floorplan.png
Scale bar: 20 um. Pins as bars on the die edge.
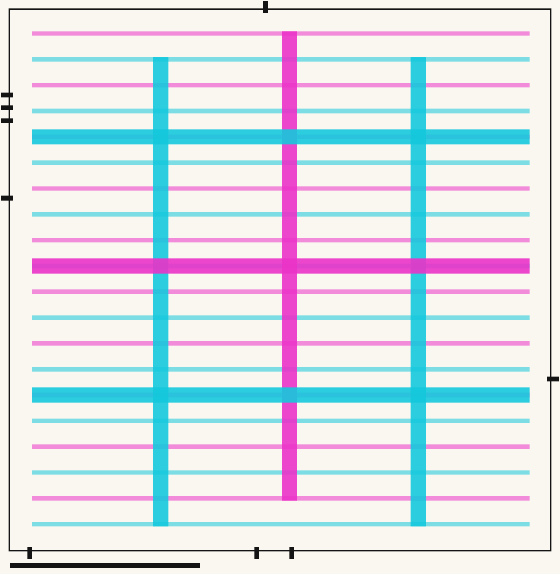
layers.png
Scale bar: 20 um. Only two layers are drawn.
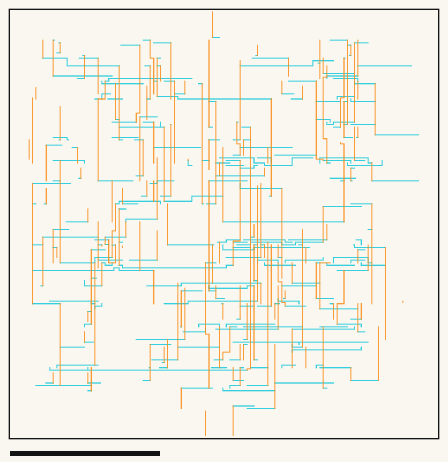
clock_nets.png
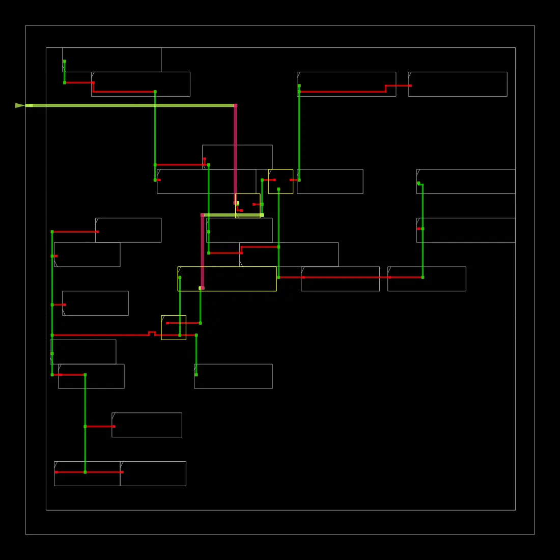
m2.png
Scale bar: 20 um.
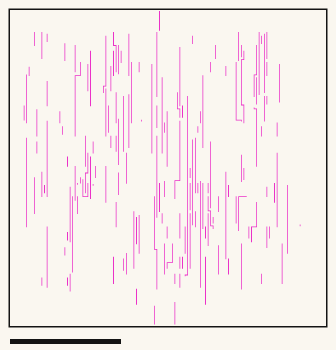
--- src/rtl/led_mode_sequencer_if.sv ---
// Button, auto-enable and selector signals of the LED mode sequencer.
// The master drives the raw buttons and auto_en, the slave drives selector and mode_changed.
interface led_mode_sequencer_if;
    logic       btn_next;
    logic       btn_prev;
    logic       auto_en;
    logic [2:0] selector;
    logic       mode_changed;

    modport master (
        output btn_next, btn_prev, auto_en,
        input  selector, mode_changed
    );

    modport slave (
        input  btn_next, btn_prev, auto_en,
        output selector, mode_changed
    );
endinterface

--- src/rtl/led_mode_sequencer.sv ---
// LED pattern selector stepped by two debounced buttons; define LED_SEQ_AUTO_EN to add
// an auto-advance timer gated by auto_en (absent otherwise).
module led_mode_sequencer #(
    parameter int unsigned NUM_MODES       = 6,
    parameter int unsigned DEBOUNCE_CYCLES = 16,
    parameter int unsigned AUTO_PERIOD     = 50000000
) (
    input  logic                clk,
    input  logic                rst,
    led_mode_sequencer_if.slave bus
);
    localparam int unsigned     DB_W    = $clog2(DEBOUNCE_CYCLES);
    localparam logic [DB_W-1:0] DB_LAST = DB_W'(DEBOUNCE_CYCLES - 1);
    localparam logic [2:0]      SEL_MAX = 3'(NUM_MODES - 1);

    // Bit 0 carries btn_next, bit 1 carries btn_prev through the whole pipeline.
    logic [1:0]      raw;
    logic [1:0]      sync1_q, sync2_q, deb_q, deb_prev_q, press_q;
    logic [DB_W-1:0] cnt_q [2];
    logic [2:0]      selector_q, selector_d;
    logic            mode_changed_q, mode_changed_d;
    logic            step_next, step_prev;
    logic            auto_tick;

    assign raw = {bus.btn_prev, bus.btn_next};

    always_ff @(posedge clk) begin
        if (rst) begin
            sync1_q    <= '0;
            sync2_q    <= '0;
            deb_q      <= '0;
            deb_prev_q <= '0;
            press_q    <= '0;
            for (int unsigned i = 0; i < 2; i++) begin
                cnt_q[i] <= '0;
            end
        end else begin
            sync1_q    <= raw;
            sync2_q    <= sync1_q;
            deb_prev_q <= deb_q;
            press_q    <= deb_q & ~deb_prev_q;
            for (int unsigned i = 0; i < 2; i++) begin
                if (sync2_q[i] == deb_q[i]) begin
                    cnt_q[i] <= '0;
                end else if (cnt_q[i] == DB_LAST) begin
                    deb_q[i] <= sync2_q[i];
                    cnt_q[i] <= '0;
                end else begin
                    cnt_q[i] <= cnt_q[i] + 1'b1;
                end
            end
        end
    end

`ifdef LED_SEQ_AUTO_EN
    localparam int unsigned     AT_W    = $clog2(AUTO_PERIOD);
    localparam logic [AT_W-1:0] AT_LAST = AT_W'(AUTO_PERIOD - 1);

    logic [AT_W-1:0] timer_q, timer_d;

    assign auto_tick = bus.auto_en && (timer_q == AT_LAST);

    // Any button event restarts the period, so a coinciding tick is simply lost.
    always_comb begin
        timer_d = timer_q + 1'b1;
        if (!bus.auto_en || (press_q != '0) || auto_tick) begin
            timer_d = '0;
        end
    end

    always_ff @(posedge clk) begin
        if (rst) begin
            timer_q <= '0;
        end else begin
            timer_q <= timer_d;
        end
    end
`else
    logic unused_auto;
    assign unused_auto = bus.auto_en ^ (AUTO_PERIOD == 0);
    assign auto_tick   = 1'b0;
`endif

    always_comb begin
        step_next = 1'b0;
        step_prev = 1'b0;
        if (press_q == 2'b01) begin
            step_next = 1'b1;
        end else if (press_q == 2'b10) begin
            step_prev = 1'b1;
        end else if (press_q == 2'b00) begin
            step_next = auto_tick;
        end

        selector_d = selector_q;
        if (step_next) begin
            selector_d = (selector_q >= SEL_MAX) ? '0 : selector_q + 3'd1;
        end else if (step_prev) begin
            selector_d = ((selector_q == '0) || (selector_q > SEL_MAX)) ? SEL_MAX
                                                                        : selector_q - 3'd1;
        end
        mode_changed_d = (selector_d != selector_q);
    end

    always_ff @(posedge clk) begin
        if (rst) begin
            selector_q     <= '0;
            mode_changed_q <= 1'b0;
        end else begin
            selector_q     <= selector_d;
            mode_changed_q <= mode_changed_d;
        end
    end

    assign bus.selector     = selector_q;
    assign bus.mode_changed = mode_changed_q;
endmodule

--- src/flat_wrapper.sv ---
// flat-port wrapper written by rule: the top's interface ports become plain ports
module led_mode_sequencer_flat 
#(
    parameter int unsigned NUM_MODES       = 6,
    parameter int unsigned DEBOUNCE_CYCLES = 16,
    parameter int unsigned AUTO_PERIOD     = 50000000
)
  (clk, rst, bus_btn_next, bus_btn_prev, bus_auto_en, bus_selector, bus_mode_changed);
  led_mode_sequencer_if bus_i ();
  input  logic clk;
  input  logic rst;
  input wire logic [$bits(bus_i.btn_next)-1:0] bus_btn_next;
  input wire logic [$bits(bus_i.btn_prev)-1:0] bus_btn_prev;
  input wire logic [$bits(bus_i.auto_en)-1:0] bus_auto_en;
  output wire logic [$bits(bus_i.selector)-1:0] bus_selector;
  output wire logic [$bits(bus_i.mode_changed)-1:0] bus_mode_changed;
  assign bus_i.btn_next = bus_btn_next;
  assign bus_i.btn_prev = bus_btn_prev;
  assign bus_i.auto_en = bus_auto_en;
  assign bus_selector = bus_i.selector;
  assign bus_mode_changed = bus_i.mode_changed;
  led_mode_sequencer #(.NUM_MODES(NUM_MODES), .DEBOUNCE_CYCLES(DEBOUNCE_CYCLES), .AUTO_PERIOD(AUTO_PERIOD)) u_core (.clk(clk), .rst(rst), .bus(bus_i));
endmodule
--- config.mk ---
export PLATFORM = sky130hd
export DESIGN_NAME = led_mode_sequencer_flat
export DESIGN_NICKNAME = d
export VERILOG_FILES = /design/src/rtl/led_mode_sequencer_if.sv /design/src/rtl/led_mode_sequencer.sv /design/src/flat_wrapper.sv
export SDC_FILE = /design/constraint.sdc
export NUM_CORES = 1
export LEC_CHECK = 0
export ABC_AREA = 1
export ABC_CLOCK_PERIOD_IN_PS = 1100
export CAP_MARGIN = 20
export CELL_PAD_IN_SITES_DETAIL_PLACEMENT = 0
export CELL_PAD_IN_SITES_GLOBAL_PLACEMENT = 1
export CORE_MARGIN = 2
export CORE_UTILIZATION = 37
export DETAILED_ROUTE_END_ITERATION = 7
export GPL_TIMING_DRIVEN = 0
export PLACE_DENSITY_LB_ADDON = 0.05
export SLEW_MARGIN = 30
export SYNTH_ARGS = -nofsm -noshare
export SYNTH_HDL_FRONTEND = slang
export SYNTH_SLANG_ARGS = --single-unit
--- constraint.sdc ---
create_clock -name clk -period 1.1 [get_ports clk]
set_input_delay 0.22 -clock clk [delete_from_list [all_inputs] [get_ports clk]]
set_output_delay 0.22 -clock clk [all_outputs]
set_load 0.05 [all_outputs]
==> results.ini <==
[run_status]
status=complete, but fails checks
violations=setup timing

[sta]
finalSetupViolCount=11
fin_skew_ns=0.0107
rsz0062_at_grt=true
period_used_share=1.04
hold_viol=0
drv_slew=0
setup_slack_ns=-0.0441

[synth]
ys_cells=122
edf_count=8
largest_area_cell=dfxtp_1
xor_share=0.0169
flop_cell=dfxtp_1
aoi_share=0.0822
yosysUniqueCellTypes=20
synth_top_area_share=0.271
syn-mean-instance-area_um2=8.48
yosys_warnings=0
postSynthSeqShare=0.503
top_cells_by_area=dfxtp_1 27%, edfxtp_1 23%, ha_1 9.7%, inv_1 7.6%, nor2_1 6.9%
ys_top_logic_family=simple AND/OR/NAND/NOR gates
synth.most_common_cell=inv_1
ys_sh_mux=0
ys_sh_adder=0.0967

[placed_design]
globalplace.congestion=0.816
dp_hpwl_um=1320
portBuffers=6

[cells_and_area]
utilization=0.542
nets=161
nFillCells=260
antennaDiodeCount=0
areaGrowthSynthToFinish_pct=42.0

[routing]
via_count=799
drc_errors=0
wl_per_cell_um=10.0
antenna_left=0
via_per_inst=4.49
drt-initial-drc-count=8

[flow_run]
warnings=34
max_cap_viol_count=0

[critical_path]
cp_max_fo=6
cp.arrival_ns=1.37
cp-start-kind=flop
critPathKind=reg2reg
worstPathRequired_ns=1.33
reg2reg_slack_ns=-0.04
rr_worst_depth=5

[pwr]
p_leak_nw=0.651
power_density_nw_per_um2=1090
ir_drop_mv=0.768

[floorplanning]
fp_util=0.382
die_h_um=56.9
fp.coreArea_um2=2710
chipArea_um2=3240
fp-row-count=19
dieWidth_um=56.9

[clock_tree]
path_clk_slew_ns=0.13
ctsHoldBuffers=0
htreeDepth=1
cts_tree=built

[global_routing]
grt_first_pass_wirelength_um=3050
gr-usage-all-layers=0.121
grt_max_degree=14
antenna_found_initial=0
overflow=0

[min_path]
hold_class=in2reg

Notes on floorplan.png above:
magenta -> VDD
cyan -> VSS
rows = 19
signal pins = 9
met4 straps = 3

Notes on layers.png above:
orange -> M2  # wire length 914 um
cyan -> M1  # wire length 806 um

Notes on clock_nets.png above:
TritonCTS Sinks: 22
TritonCTS Buffers: 3
Late-Pin Clk Latency: 0.31 ns
Clock Power: 0.000608 W

Notes on m2.png above:
main direction = vertical
longest straight run = 32.1 um
nets with wire on the layer = 130

## cells in the final DEF, fill, tap and decap left out, drive strengths merged
master	netlist	layout
clkbuf	0	3
bufinv	0	1
dfxtp	14	14
clkdlybuf4s50	0	2
edfxtp	8	8
nor3	4	4
o21ai	7	7
buf	1	13
nand4	1	1
ha	8	8
inv	22	22
clkinv	1	1
nand3	5	5
nor2	20	20
conb	1	8
a21oi	10	10
nand2	18	18
xor2	2	2
## worst min path at each step
stage | from | end | slack (ns) | cells past startpoint
global placement | u_core.deb_prev_q[0]$_SDFF_PP0_ | u_core.press_q[0]$_SDFF_PP0_ | 0.38 | 1
detailed placement | u_core.deb_prev_q[1]$_SDFF_PP0_ | u_core.press_q[1]$_SDFF_PP0_ | 0.38 | 1
finish | rst | u_core.bus.mode_changed$_SDFF_PP0_ | 0.1 | 2
floorplan | bus_btn_next | u_core.sync1_q[0]$_SDFF_PP0_ | 0.33 | 2
CTS | rst | u_core.sync2_q[0]$_SDFF_PP0_ | 0.08 | 2
global route | rst | u_core.sync2_q[0]$_SDFF_PP0_ | 0.09 | 2
## cells by family (layout without fill, tap and decap cells)
kind of cell,after synthesis,after routing
simple gates,48,48
buf+inv,24,42
flops,22,22
compound gates,17,17
fa+ha+maj,8,8
xor+xnor,2,2
other cells,1,8
## cell type report
type | count | area [um2] | area share
plain buffers | 1 | 11.3 | 0.00767
clock buffers | 3 | 22.5 | 0.0153
clock inverters | 1 | 30.0 | 0.0204
inverters | 23 | 100 | 0.0681
multi-input cells | 83 | 596 | 0.405
flip-flops and latches | 22 | 534 | 0.364
well taps | 31 | 38.8 | 0.0264
repair buffers | 14 | 136 | 0.0928
## routing by layer
metal / share of wire / vias to the layer above / track usage
li1: - / 425 / -
met1: 0.45 / 361 / 0.152
met2: 0.51 / 9 / 0.197
met3: 0.025 / 4 / 0.0346
met4: 0.011 / 0 / 0.0399
met5: 0 / - / 0
## report_power, final
group	switching, W	total, W	leakage [nW]	internal, W
Clock	0.000240	0.000608	0.0279	0.000368
Sequential	0.0000188	0.000879	0.200	0.000860
Combinational	0.0000620	0.000114	0.424	0.0000516
Total	0.000320	0.00160	0.651	0.00128
## metrics by stage
step                hold slack (ns)  instance area [um2]  TNS [ns]  total power (W)  cells
global placement              0.376                 1230     -1.94         0.000984    166
global route                 0.0905                 1470     -1.08          0.00167    178
detailed placement            0.381                 1230     -2.21         0.000986    166
CTS                          0.0811                 1390    -0.332          0.00162    174
floorplan                     0.327                 1130   -0.0475         0.000961    129
finish                       0.0963                 1470    -0.262          0.00160    178
## repair_timing
item                       in CTS  in global routing
pin swaps                       3                  7
setup endpoints to repair      17                 17
gates cloned                    0                  0
setup buffers                   4                  4
gates resized                  49                 18
## worst max-delay path: stages, from the launching register on
cell,delay (ns)
dfxtp_4,0.44
inv_6,0.06
ha_4,0.14
nand2_1,0.11
nand4_1,0.14
a21oi_2,0.17
Power figures rest on the tool's default switching activity, not on a simulated workload.
